==> config.mk <==
export PLATFORM = sky130hd
export DESIGN_NAME = ip_tx_proto_arbiter
export DESIGN_NICKNAME = d
export VERILOG_FILES = /design/src/rtl/ip_stack_pkg.sv /design/src/rtl/ip_tx_proto_arbiter_rr_arb2.sv /design/src/rtl/ip_tx_proto_arbiter.sv
export SDC_FILE = /design/constraint.sdc
export NUM_CORES = 1
export LEC_CHECK = 0
export ABC_AREA = 1
export CELL_PAD_IN_SITES_DETAIL_PLACEMENT = 2
export CELL_PAD_IN_SITES_GLOBAL_PLACEMENT = 2
export CORE_MARGIN = 4
export CORE_UTILIZATION = 24
export DETAILED_ROUTE_END_ITERATION = 8
export PLACE_DENSITY = 0.85
export SYNTH_ARGS = -nofsm -noshare
export SYNTH_HDL_FRONTEND = slang
export SYNTH_SLANG_ARGS = --single-unit
export TNS_END_PERCENT = 30
==> constraint.sdc <==
create_clock -name i_clk -period 1.7 [get_ports i_clk]
set_input_delay 0.425 -clock i_clk [delete_from_list [all_inputs] [get_ports i_clk]]
set_output_delay 0.425 -clock i_clk [all_outputs]
set_load 0.1 [all_outputs]
Figure 1. Met1 routing.
(3 px per um) Cells faint in the background.
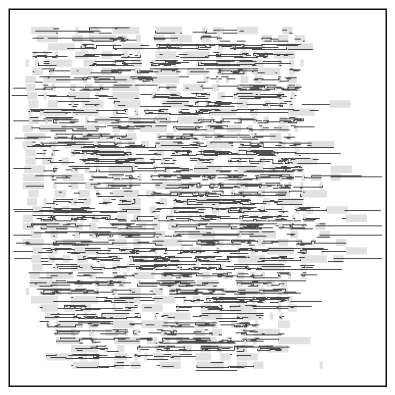
main direction: horizontal
longest straight run: 37.3 um
wire length on this layer: 7470 um
share of all routed wire: 37%
nets with wire on the layer: 618
WL final: 20400 um
via count: 4053

Figure 2. Metal 2.
(4 px per um)
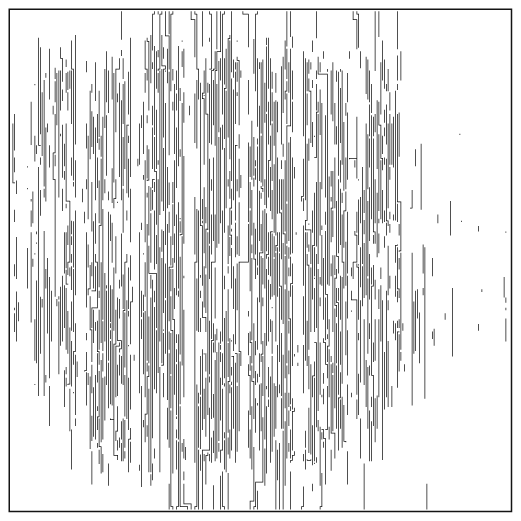
nets with wire on the layer: 639
longest straight run: 57.1 um
wire length on this layer: 11100 um
met2 Usage GRT: 42.1%

Figure 3. Signal wires on met3.
(2 px per um) Cells faint in the background.
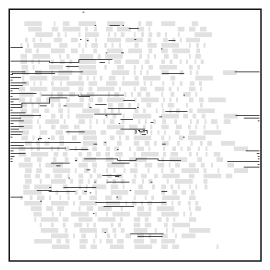
main direction: horizontal
wire length on this layer: 808 um
longest straight run: 35.2 um
met3 usage: 5.12%

Figure 4. Met4 routing.
(2 px per um) Cells faint in the background.
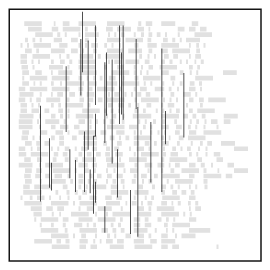
share of all routed wire: 4.7%
nets with wire on the layer: 25
main direction: vertical

==> Changelog: implementation <==
### Metrics

- Flop-to-flop setup slack: -0.50 ns
- Area after DPL: 5090 um^2
- CTS H-Tree Depth: 3
- Critical path peak fanout: 4
- Post-route DRC: 0
- Design area: 5950 um^2
- Failing checks: setup timing
- Worst R2R Path Depth: 12
- IO Port Bufs: 88
- Vias per cell: 5.19
- WP data arrival: 2.44 ns
- Seq cells post-synth: 57
- Synthesized instance count: 437
- Rel. slew slack: 64.7%
- Area leader, netlist: dfrtp_1
- CP startpoint kind: register
- Worst Max-Slew Pin Slew: 0.523 ns
- RSZ-0062 raised after global routing: yes
- I/O pin cnt: 95
- Rows: 42
- Top cells by area: dfrtp_1 43%, nand2_1 12%, nand3_1 7.3%
- Clk sinks: 57
- Global Route Usage Sum: 22.0%
- Log Warnings: 34
- Maxcap violations: 0
- Vias in the first global route: 4578
- Initial antenna violation count: 0
- Setup CP Type: reg -> reg
- Outcome: finished with violations
- Final number of hold-violating endpoints: 0
- Chip Height: 125 um
- Post-Syn Area per Cell: 7.54 um^2
- Worst clock skew: 0.0112 ns
- Proportion of layout cells with a drive suffix above 1: 34.4%
- Worst Setup Slack, final: -0.502 ns
- Grt total ovfl: 0
- ANT nets after route: 0
- Hold/Removal Path Class: in -> async
- Synth Seq Share: 43.3%
- Area reported by Yosys stat: 3290 um^2
- WL per Instance: 26.1 um
- Synth async-reset ratio: 100%
- Worst Setup End Kind: register
- DR iter-0 viols: 153
- Hold slack final: 0.427 ns
- Final setup violation count: 31
- Antenna cells: 0
- GPL Wtd Cong: 0.800
- DR pass1 iterations: 4
- Synth cell types: 30
- Area Growth Syn to Fin: 80.6%
- Die Wd: 125 um
- Fin crit share: 130%
- Final Critical Period: 2.20 ns
- Top-count cell post-synth: nand2_1
- Cells in synth_stat.txt: 437
- Post-DP HPWL: 11100 um
- CP required: 1.94 ns
- Number of enable flip-flop cells: 0
- Fp_density: 24.7%
- Final nets: 667
- Most frequent cells after synthesis: 108 x nand2_1, 56 x dfrtp_1, 52 x inv_1, 48 x nand3_1, 43 x o21ai_0
- Leakage: 2.66 nW
- Top-area cell share: 42.5%
- Slew Limit Fails: 0
- Clock buffer depth: 2
- Skew-Pair Late Insertion Delay: 0.35 ns
- Worst vdd ir: 1.89 mV
- Yosys warning tally: 0
- Clock buffer count from CTS: 9
- Root Buffer: clkbuf_16
- Placeable core region: 13300 um^2
- Fmax: 454 MHz
- CTS tree: done
- Clock transition at path regs: 0.06 ns
- Power density over cell area: 2390 nW/um^2
- Largest net degree at the start of global routing: 24
- First-pass GRT wire length: 26800 um
- Area of the mapped netlist: 3290 um^2
- Die ar.: 15700 um^2
- Commonest flop: dfrtp_1
## worst max-delay path, stage by stage, from the launching register on
cell	delay, ns
dfrtp_1	0.42
buf_6	0.15
nand3_1	0.20
nor2_2	0.22
nand3_1	0.13
nand2_1	0.14
nand2_1	0.14
nand2_1	0.10
nand2_1	0.10
nor2_1	0.17
nand2_1	0.11
nor2_2	0.17
nor2_1	0.06
## where the power goes
group	switching, mW	internal, mW
registers	0.782	1.92
logic	6.05	3.47
clock network	0.748	1.26
total	7.58	6.65
## area by class of cell
| type | instances | area (um^2) |
|---|---|---|
| tap | 176 | 220 |
| clock buffer | 14 | 274 |
| inverter | 54 | 224 |
| timing repair buffer | 163 | 1870 |
| multi-input combinational | 315 | 1900 |
| clock inverter | 2 | 35.0 |
| fill | 1457 | 7400 |
| sequential | 57 | 1430 |
## cells by family after synthesis
family          Yosys count  synth area share [%]
buf+inv                  70                  8.93
fa+ha+maj                10                  3.80
flops                    57                  43.3
xor+xnor                  6                  2.01
compound gates           79                  13.2
simple gates            214                  28.6
other cells               1                 0.114
## routing by layer
| metal | wire [um] | vias up | part of all wire, % | GRT usage (%) |
|---|---|---|---|---|
| met5 | 0 | - | 0 | 0 |
| li1 | - | 1741 | - | - |
| met3 | 808 | 64 | 4.0 | 5.12 |
| met2 | 11100 | 139 | 55 | 42.1 |
| met4 | 959 | 0 | 4.7 | 8.29 |
| met1 | 7470 | 2109 | 37 | 23.3 |
## cells in the final DEF, fill, tap and decap left out, types with 8 or more instances in the layout
cell type and instances:
nand2_1 94, buf_4 61, clkdlybuf4s50_1 56, dfrtp_1 55, inv_1 41, buf_12 36, nand3_1 34, nor2_1 29
o21ai_0 26, o22ai_1 16, nand3_2 14, nand2_2 13, o21ai_2 12, a21oi_1 12, clkbuf_16 10, nor2_2 9
o21ai_1 8, nor2_4 8, buf_6 8
## stage by stage
stage	util, %	instances	power, mW	setup slack, ns	setup TNS, ns
after floorplan	-	442	6.89	-0.119	-0.124
after global routing	44.6	781	14.7	-0.560	-5.92
final	44.6	781	14.2	-0.502	-4.25
after CTS	42.1	767	12.9	-0.271	-0.835
after global placement	38.1	741	9.92	-0.209	-6.62
after detailed placement	38.1	741	10.3	-0.445	-12.74
## what timing repair did
item,in CTS,in global routing
gates resized,46,64
setup buffers,10,14
pin swaps,12,26
hold buffers,0,0
cloned,0,1
endpoints found under the setup margin,28,38
Power and IR drop assume default switching activity.
